File: config.mk
export PLATFORM = sky130hd
export DESIGN_NAME = multicycle_control
export DESIGN_NICKNAME = d
export VERILOG_FILES = /design/src/rtl/multicycle_control.sv
export SDC_FILE = /design/constraint.sdc
export NUM_CORES = 1
export LEC_CHECK = 0
export ABC_CLOCK_PERIOD_IN_PS = 2150
export CORE_MARGIN = 2
export CORE_UTILIZATION = 40
export DETAILED_ROUTE_END_ITERATION = 10
export PLACE_DENSITY_LB_ADDON = 0.1
export REMOVE_ABC_BUFFERS = 1
export SETUP_SLACK_MARGIN = 0.05
export SYNTH_ARGS = -nofsm -noshare
export SYNTH_HDL_FRONTEND = slang
export SYNTH_SLANG_ARGS = --single-unit
File: constraint.sdc
create_clock -name clk -period 2.15 [get_ports clk]
set_clock_uncertainty 0.1 [all_clocks]
set_input_delay 0.215 -clock clk [delete_from_list [all_inputs] [get_ports clk]]
set_output_delay 0.215 -clock clk [all_outputs]
set_load 0.1 [all_outputs]
File: src/rtl/multicycle_control.sv
// Multicycle sequencer for the ARM-subset datapath: Moore FSM, NZCV flags, condition check.
// Optional MC_CTRL_PERF_EN adds cycle_count / instr_count performance counters.
module multicycle_control #(
  parameter logic [3:0] FLAGS_INIT = 4'b0000
) (
  input  logic        clk,
  input  logic        rst_n,
  input  logic [1:0]  op,
  input  logic [5:0]  funct,
  input  logic [3:0]  rd,
  input  logic [3:0]  cond,
  input  logic [3:0]  alu_flags,
  output logic        pc_write,
  output logic        adr_src,
  output logic        mem_write,
  output logic        ir_write,
  output logic [1:0]  result_src,
  output logic        alu_src_a,
  output logic [1:0]  alu_src_b,
  output logic [1:0]  alu_control,
  output logic [1:0]  imm_src,
  output logic [1:0]  reg_src,
  output logic        reg_write,
  output logic        undef,
`ifdef MC_CTRL_PERF_EN
  output logic [31:0] cycle_count,
  output logic [31:0] instr_count,
`endif
  output logic [3:0]  flags
);

  typedef enum logic [3:0] {
    S_FETCH  = 4'd0, S_DECODE = 4'd1, S_MEMADR = 4'd2, S_MEMRD  = 4'd3,
    S_MEMWB  = 4'd4, S_MEMWR  = 4'd5, S_EXER   = 4'd6, S_EXEI   = 4'd7,
    S_ALUWB  = 4'd8, S_BRANCH = 4'd9
  } state_t;

  state_t state, next;

  logic [3:0] cmd;
  logic       s_bit, is_cmp, bad_cmd, nowrite, arith, cond_ex, flag_upd;
  logic [1:0] alu_op;
  logic       pc_write_d, mem_write_d, ir_write_d, reg_write_d, undef_d;
  logic       n_f, z_f, c_f, v_f;

  assign cmd   = funct[4:1];
  assign s_bit = funct[0];
  assign {n_f, z_f, c_f, v_f} = flags;

  always_comb begin
    alu_op  = 2'b00;
    nowrite = 1'b0;
    bad_cmd = 1'b0;
    arith   = 1'b0;
    is_cmp  = 1'b0;
    case (cmd)
      4'b0100: begin alu_op = 2'b00; arith = 1'b1; end
      4'b0010: begin alu_op = 2'b01; arith = 1'b1; end
      4'b0000: alu_op = 2'b10;
      4'b1100: alu_op = 2'b11;
      4'b1010: begin alu_op = 2'b01; arith = 1'b1; nowrite = 1'b1; is_cmp = 1'b1; end
      default: begin nowrite = 1'b1; bad_cmd = 1'b1; end
    endcase
  end

  always_comb begin
    cond_ex = 1'b0;
    case (cond)
      4'h0: cond_ex = z_f;
      4'h1: cond_ex = ~z_f;
      4'h2: cond_ex = c_f;
      4'h3: cond_ex = ~c_f;
      4'h4: cond_ex = n_f;
      4'h5: cond_ex = ~n_f;
      4'h6: cond_ex = v_f;
      4'h7: cond_ex = ~v_f;
      4'h8: cond_ex = c_f & ~z_f;
      4'h9: cond_ex = ~c_f | z_f;
      4'hA: cond_ex = (n_f == v_f);
      4'hB: cond_ex = (n_f != v_f);
      4'hC: cond_ex = ~z_f & (n_f == v_f);
      4'hD: cond_ex = z_f | (n_f != v_f);
      4'hE: cond_ex = 1'b1;
      default: cond_ex = 1'b0;
    endcase
  end

  // CMP always updates flags; unsupported commands never do.
  assign flag_upd = cond_ex & (s_bit | is_cmp) & ~bad_cmd;

  always_comb begin
    next = S_FETCH;
    case (state)
      S_FETCH:  next = S_DECODE;
      S_DECODE: case (op)
                  2'b01:   next = S_MEMADR;
                  2'b00:   next = funct[5] ? S_EXEI : S_EXER;
                  2'b10:   next = S_BRANCH;
                  default: next = S_FETCH;
                endcase
      S_MEMADR: next = funct[0] ? S_MEMRD : S_MEMWR;
      S_MEMRD:  next = S_MEMWB;
      S_EXER:   next = S_ALUWB;
      S_EXEI:   next = S_ALUWB;
      default:  next = S_FETCH;
    endcase
  end

  always_ff @(posedge clk or negedge rst_n) begin
    if (!rst_n) begin
      state <= S_FETCH;
      flags <= FLAGS_INIT;
    end else begin
      state <= next;
      if ((state == S_EXER || state == S_EXEI) && flag_upd) begin
        flags[3:2] <= alu_flags[3:2];
        if (arith) flags[1:0] <= alu_flags[1:0];
      end
    end
  end

`ifdef MC_CTRL_PERF_EN
  always_ff @(posedge clk or negedge rst_n) begin
    if (!rst_n) begin
      cycle_count <= 32'd0;
      instr_count <= 32'd0;
    end else begin
      cycle_count <= cycle_count + 32'd1;
      if (state != S_FETCH && next == S_FETCH) instr_count <= instr_count + 32'd1;
    end
  end
`endif

  always_comb begin
    pc_write_d  = 1'b0;
    mem_write_d = 1'b0;
    ir_write_d  = 1'b0;
    reg_write_d = 1'b0;
    undef_d     = 1'b0;
    adr_src     = 1'b0;
    result_src  = 2'b00;
    alu_src_a   = 1'b0;
    alu_src_b   = 2'b00;
    alu_control = 2'b00;
    case (state)
      S_FETCH: begin
        alu_src_a  = 1'b1;
        alu_src_b  = 2'b10;
        result_src = 2'b10;
        ir_write_d = 1'b1;
        pc_write_d = 1'b1;
      end
      S_DECODE: begin
        alu_src_a  = 1'b1;
        alu_src_b  = 2'b10;
        result_src = 2'b10;
        undef_d    = (op == 2'b11);
      end
      S_MEMADR: alu_src_b = 2'b01;
      S_MEMRD:  adr_src = 1'b1;
      S_MEMWB: begin
        result_src  = 2'b01;
        reg_write_d = cond_ex;
        pc_write_d  = cond_ex & (rd == 4'd15);
      end
      S_MEMWR: begin
        adr_src     = 1'b1;
        mem_write_d = cond_ex;
      end
      S_EXER, S_EXEI: begin
        alu_src_b   = (state == S_EXEI) ? 2'b01 : 2'b00;
        alu_control = alu_op;
        undef_d     = bad_cmd;
      end
      S_ALUWB: begin
        reg_write_d = cond_ex & ~nowrite;
        pc_write_d  = cond_ex & ~nowrite & (rd == 4'd15);
      end
      S_BRANCH: begin
        alu_src_b  = 2'b01;
        result_src = 2'b10;
        pc_write_d = cond_ex;
      end
      default: begin
        alu_src_a  = 1'b1;
        alu_src_b  = 2'b10;
        result_src = 2'b10;
      end
    endcase
  end

  // Strobes are suppressed the instant reset asserts, independent of the clock.
  assign pc_write  = pc_write_d  & rst_n;
  assign mem_write = mem_write_d & rst_n;
  assign ir_write  = ir_write_d  & rst_n;
  assign reg_write = reg_write_d & rst_n;
  assign undef     = undef_d     & rst_n;
  assign imm_src   = op;
  assign reg_src   = {op == 2'b01, op == 2'b10};

endmodule

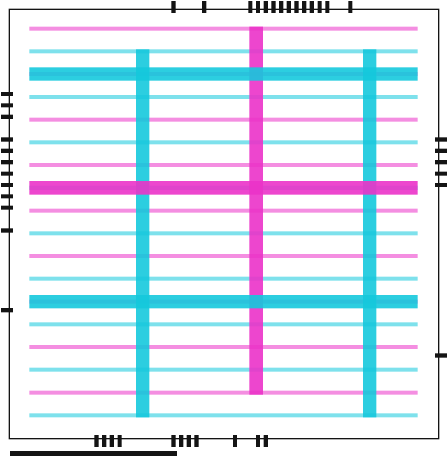
pdn.png
The bar under the picture is 20 um long. Pins as bars on the die edge.
Key: VDD = magenta; VSS = cyan
The core has 17 rows. 18 met1 rails follow the rows. 3 straps on met5.

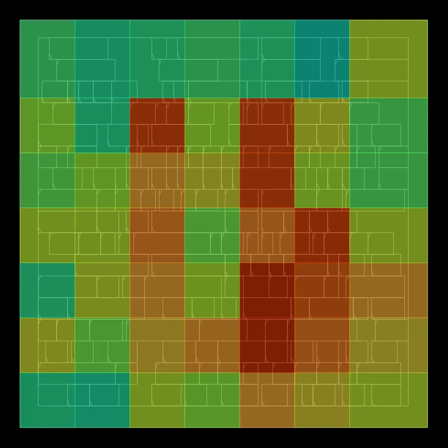
final_congestion.png
GR peak layer: met2
drt wl/cell: 15.03 um
met3 usage: 0.04386

==> qor.txt <==
outcome = finished, violations left
failing checks = setup timing
Pins Over Slew Limit = 0
Final Setup Violations = 5
Crit path depth = 8
actual slew at the worst max-slew pin = 489.3 ps
Core Util, Final = 0.8253
Antenna diodes = 0
uppermost layer routed = met4
Biggest consumer = combinational cells
latest clock arrival within the worst-skew pair = 240 ps
Cell Rows = 17
yosys stat area = 890.9 um^2
worst r2r src = flags[3]$_DFFE_PN0P_
timing startpoint of the critical path = flags[3]$_DFFE_PN0P_
DIE WIDTH = 51.19 um
Hold Slack = 283.8 ps
drt initial violations = 25
most frequent cells in the layout = buf_4, clkdlybuf4s50_1, buf_12
Clock group = 105 uW
tap cells = 28
AO/OA Area Share = 0.2275
startpoint types = register
Final WS setup = -201.0 ps
Min Clock Period, post-route = 2351 ps
#MultiIn Comb = 94
CP max FO = 6
largest registers = flags (4), state (4)
core area = 2148 um^2
area grow syn2layout = 99.02%
finished layout cell area = 1773 um^2
clock buffers = 3
main flop type = dfrtp_1
DP Worst Slack = -537.9 ps
top cells by area = dfrtp_1, mux2_1, nor3_1
antenna violations before repair = 0
Lkg Pwr = 0.0007693 uW
met2 Usage GRT = 0.4567
critical path, cell by cell = buf_6, nor2_2, a31o_1, o221ai_2, nand3_2, nand2_4, a2111oi_4, buf_12
Unique cell types = 43
Basic Gates by Area = 0.3399
R2R Setup Slk = -70 ps
area leader, netlist = dfrtp_1
first-pass iteration count of the detailed router = 4
Buffers on Ports = 42
Comb. pwr = 2280 uW
GPL Wtd Cong = 0.8434
GR Util met1 = 0.2922
number of routed nets with antenna violations = 0
clock network power share = 0.039
Commonest Layout Cell = buf_4
Fill cells = 128
worst r2r path cells = 8
Avg Vias per Cell = 5.624
Synth mux share = 0.07444
Data buffer area share = 0.4270
#FFs+latches synth = 8
All-Layer GR Usage = 0.2514
CP max-delay cell = dfrtp_2
Top-Level Pins = 43
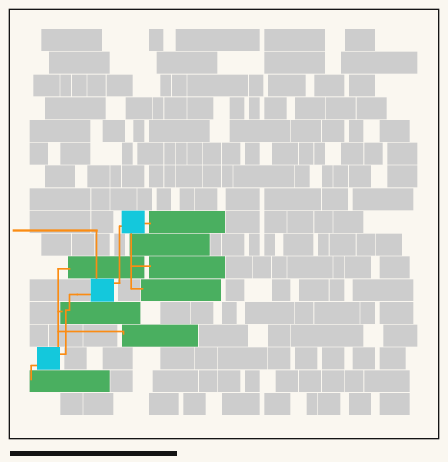
clock_map.png
The bar under the picture is 20 um long.
Key: clock wires = orange [length 79.0 um]; cells driving clock nets = cyan [count 3]; flip-flops = green [count 8]
There are 4 routed clock nets.

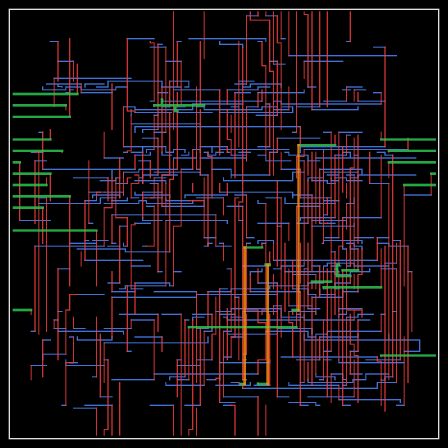
metal_stack.png
Key: met4 = orange [wire length 50.3 um]; met2 = red [wire length 1670 um]; met1 = blue [wire length 1180 um]; met3 = green [wire length 133 um]

Power and IR drop assume default switching activity.
